==> images/met1.png <==
Cells faint in the background.
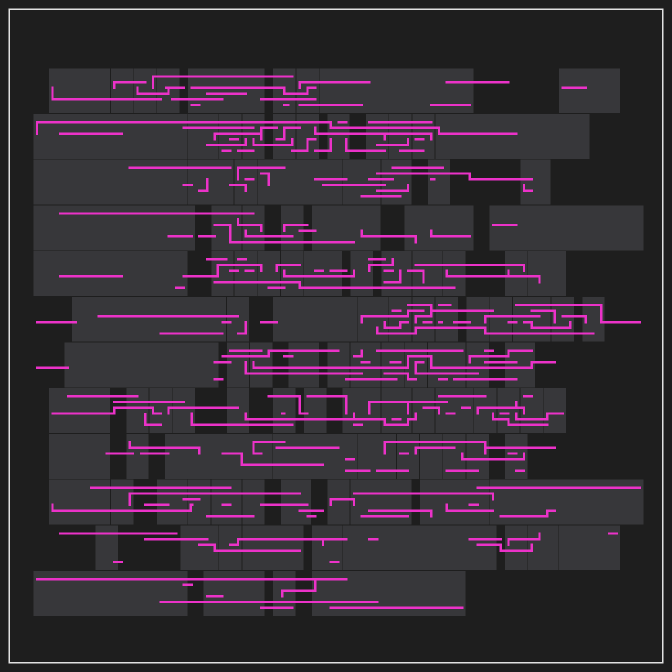
==> images/met2.png <==
Bar = 10 um.
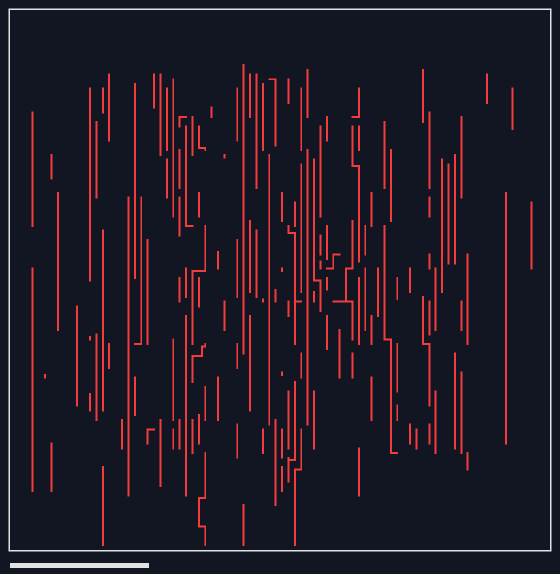
$ cat src/rtl/sr_latch_cmd_driver.sv
// sr_latch_cmd_driver
// Turns a one-bit set/reset request into a safe s/r/c waveform for a gated SR latch.
// The waveform has four phases: setup, enable strobe, hold, then a one-cycle done.
// Optional feature: define SR_READBACK_CHECK_EN to compare latch q/qn against the
// command on the last hold cycle and report the result on err alongside done.
// Without the macro, err is tied low and q/qn are ignored.
module sr_latch_cmd_driver #(
  parameter int SETUP_CYC = 1,
  parameter int PULSE_CYC = 2,
  parameter int HOLD_CYC  = 1,
  parameter int CNT_W     = 4
) (
  input  logic clk,
  input  logic rst_n,
  input  logic req_valid,
  input  logic req_data,
  output logic req_ready,
  output logic s,
  output logic r,
  output logic c,
  input  logic q,
  input  logic qn,
  output logic busy,
  output logic done,
  output logic err
);

  // A zero-length phase would break the waveform guarantees, so zero is promoted to one.
  localparam int SETUP_EFF = (SETUP_CYC < 1) ? 1 : SETUP_CYC;
  localparam int PULSE_EFF = (PULSE_CYC < 1) ? 1 : PULSE_CYC;
  localparam int HOLD_EFF  = (HOLD_CYC  < 1) ? 1 : HOLD_CYC;

  // Each phase counter loads N-1 on entry and leaves the phase when it reaches 0.
  localparam logic [CNT_W-1:0] SETUP_LD = CNT_W'(SETUP_EFF - 1);
  localparam logic [CNT_W-1:0] PULSE_LD = CNT_W'(PULSE_EFF - 1);
  localparam logic [CNT_W-1:0] HOLD_LD  = CNT_W'(HOLD_EFF - 1);

  typedef enum logic [2:0] {
    IDLE   = 3'd0,
    SETUP  = 3'd1,
    STROBE = 3'd2,
    HOLD   = 3'd3,
    DONE   = 3'd4
  } state_t;

  state_t           state;
  logic [CNT_W-1:0] cnt;
  logic             cmd;

  // Command FSM. Every output is registered. s and r are only ever loaded as
  // complementary values or cleared together, so s&r can never be 1.
  always_ff @(posedge clk or negedge rst_n) begin
    if (!rst_n) begin
      state     <= IDLE;
      cnt       <= '0;
      cmd       <= 1'b0;
      s         <= 1'b0;
      r         <= 1'b0;
      c         <= 1'b0;
      busy      <= 1'b0;
      done      <= 1'b0;
      req_ready <= 1'b1;
    end else begin
      done <= 1'b0;
      case (state)
        IDLE: begin
          if (req_valid) begin
            cmd       <= req_data;
            s         <= req_data;
            r         <= ~req_data;
            c         <= 1'b0;
            cnt       <= SETUP_LD;
            busy      <= 1'b1;
            req_ready <= 1'b0;
            state     <= SETUP;
          end
        end
        SETUP: begin
          if (cnt == '0) begin
            c     <= 1'b1;
            cnt   <= PULSE_LD;
            state <= STROBE;
          end else begin
            cnt <= cnt - 1'b1;
          end
        end
        STROBE: begin
          if (cnt == '0) begin
            c     <= 1'b0;
            cnt   <= HOLD_LD;
            state <= HOLD;
          end else begin
            cnt <= cnt - 1'b1;
          end
        end
        HOLD: begin
          if (cnt == '0) begin
            s     <= 1'b0;
            r     <= 1'b0;
            done  <= 1'b1;
            state <= DONE;
          end else begin
            cnt <= cnt - 1'b1;
          end
        end
        DONE: begin
          busy      <= 1'b0;
          req_ready <= 1'b1;
          state     <= IDLE;
        end
        default: begin
          s         <= 1'b0;
          r         <= 1'b0;
          c         <= 1'b0;
          busy      <= 1'b0;
          req_ready <= 1'b1;
          state     <= IDLE;
        end
      endcase
    end
  end

`ifdef SR_READBACK_CHECK_EN
  // Samples the latch readback on the last hold cycle. The result is visible only
  // in the DONE cycle; err is cleared on every other cycle.
  always_ff @(posedge clk or negedge rst_n) begin
    if (!rst_n) begin
      err <= 1'b0;
    end else if (state == HOLD && cnt == '0) begin
      err <= (q != cmd) | (qn != ~cmd);
    end else begin
      err <= 1'b0;
    end
  end
`else
  // No readback check in this build. The feedback pins are deliberately left unused.
  logic unused_feedback;
  assign unused_feedback = q ^ qn;
  assign err = 1'b0;
`endif

endmodule

$ cat config.mk
export PLATFORM = sky130hd
export DESIGN_NAME = sr_latch_cmd_driver
export DESIGN_NICKNAME = d
export VERILOG_FILES = /design/src/rtl/sr_latch_cmd_driver.sv
export SDC_FILE = /design/constraint.sdc
export NUM_CORES = 1
export LEC_CHECK = 0
export ABC_AREA = 1
export CAP_MARGIN = 40
export CORE_MARGIN = 1
export CORE_UTILIZATION = 58
export CTS_BUF_LIST = sky130_fd_sc_hd__clkbuf_8
export CTS_CLUSTER_SIZE = 8
export DETAILED_ROUTE_END_ITERATION = 6
export PLACE_DENSITY = 0.84
export SETUP_SLACK_MARGIN = 0.2
export SKIP_LAST_GASP = 1
export SLEW_MARGIN = 20
export SYNTH_ARGS = -nofsm -noshare
export SYNTH_HDL_FRONTEND = slang
export SYNTH_SLANG_ARGS = --single-unit
$ cat constraint.sdc
create_clock -name clk -period 2.7 [get_ports clk]
set_clock_uncertainty 0.2 [all_clocks]
set_input_delay 0.405 -clock clk [delete_from_list [all_inputs] [get_ports clk]]
set_output_delay 0.405 -clock clk [all_outputs]
set_load 0.02 [all_outputs]
==> reports/results.txt <==
status -> finished, final reports clean
total power -> 0.00116 W
kind of end point of the critical path -> output port
power density over the cells -> 1260 nW/um^2
CP Data Arrival Time -> 1.36 ns
cts repair resizes -> 0
row cnt -> 12
CTS sink count -> 13
tool warnings -> 28
post-DP HPWL -> 1160 um
Pleak -> 0.504 nW
Cell Type Count -> 19
hold_sp -> req_ready$_DFFE_PN1P_
post-CTS setup buffers -> 0
final tally of hold violations -> 0
Max-Cap Viols -> 0
post-route cell area -> 920 sq um
Final setup violation count -> 0
Area Overhead vs Synth -> 17.0%
CP startpoint -> req_ready$_DFFE_PN1P_
Core Util at FP -> 66.2%
final WL -> 1450 um
CP Launch Type -> register
Nets -> 127
Routed Antenna Nets -> 0
TritonRoute pass-1 iters -> 4
Die Area -> 1510 sq um
average routed wire per standard cell -> 10.9 um
Chip Area, Yosys -> 786 sq um
routed via count -> 694
GRT Total Usage -> 24.4%
share of cells above drive strength 1 -> 17.6%
CTS root buf -> clkbuf_8
number of diodes -> 0
Die W -> 38.8 um
critical path peak fanout -> 2
vias in the first global route -> 572
reg2reg start -> cnt[0]$_DFFE_PN0P_
kind of critical path -> reg2out
Top cells by area -> dfrtp_1, nand2_1, nand3_1
input/output buffers -> 9
Final period util -> 72.9%
CTS Buf Count -> 3
final core utilization -> 77.5%
Floorplan Nets -> 115
Synth Seq Share -> 41.6%
Insertion Delay late pin -> 0.24 ns
Gate Count Post-Synth -> 108
Back to the opening pictures, met1.png:
- share of all routed wire: 46%
- main direction: horizontal
- nets with wire on the layer: 106

Back to the opening pictures, met2.png:
- nets with wire on the layer: 104
- wire length on this layer: 693 um
- longest straight run: 21.4 um

## final timing paths
path,end,slack (ns),cells past startpoint
max in group asynchronous,req_ready$_DFFE_PN1P_,1.61,1
hold / removal,req_ready$_DFFE_PN1P_,0.27,2
setup reg to reg,cnt[0]$_DFFE_PN0P_,1.08,7
hold reg to reg,req_ready$_DFFE_PN1P_,0.27,2
setup / recovery,req_ready,0.73,1
min in group asynchronous,state[0]$_DFFE_PN0P_,0.32,1
## cell usage in the layout (no fill, tap or decap), drive strengths merged
| cell | count |
|---|---|
| clkbuf | 3 |
| nand3 | 12 |
| conb | 1 |
| or2 | 1 |
| dfstp | 1 |
| ha | 1 |
| nand3b | 1 |
| o21ai | 5 |
| nor2 | 15 |
| inv | 13 |
| dfrtp | 12 |
| clkdlybuf4s50 | 9 |
| nand2 | 45 |
## Yosys cell counts
cell	n
nand2_1	39
o21ai_1	2
ha_1	1
buf_4	1
nor2_2	2
nor2_4	3
inv_2	4
nand3_1	11
nand2_2	6
dfrtp_1	12
nand3_4	1
or2_2	1
o21ai_0	3
nand3b_1	1
buf_6	1
dfstp_2	1
inv_1	8
nor2_1	10
conb_1	1
## per-layer routing
layer / vias to the layer above / global-route usage (%) / part of all wire [%]
li1: 353 / - / -
met1: 318 / 32.3 / 46
met2: 18 / 38.3 / 48
met3: 5 / 3.47 / 4.5
met4: 0 / 12.9 / 1.7
met5: - / 0 / 0
## kinds of logic (layout without fill, tap and decap cells)
family | after synthesis | after routing | share of synthesized area [%]
adder cells (fa/ha/maj) | 1 | 1 | 1.59
flip-flops | 13 | 13 | 41.6
AND-OR/OR-AND | 5 | 5 | 3.18
buffers and inverters | 14 | 25 | 8.12
other | 1 | 1 | 0.477
AND/OR/NAND/NOR | 74 | 74 | 45.1
## cell type report
cell class | instances | area, sq um
Multi-Input combinational cell | 81 | 395
Timing Repair Buffer | 9 | 90.1
Clock inverter | 1 | 3.75
Inverter | 12 | 45.0
Sequential cell | 13 | 327
Tap cell | 14 | 17.5
Clock buffer | 3 | 41.3
Fill cell | 81 | 267
## sequential cells by signal (all words and copies together) (netlist names)
| name | flops |
|---|---|
| busy | 1 |
| cnt | 4 |
| c | 1 |
| done | 1 |
| state | 3 |
| s | 1 |
| req_ready | 1 |
| r | 1 |
## power breakdown
group	switching (W)	internal (W)
clock network	0.0000671	0.000100
logic	0.000414	0.000240
registers	0.0000679	0.000270
total	0.000549	0.000610
## through the flow
step	cells	setup slack (ns)
after global placement	129	0.956
after CTS	133	0.729
after global routing	133	0.713
after detailed placement	129	0.911
final	133	0.731
after floorplan	108	1.27
Power and IR drop assume default switching activity.
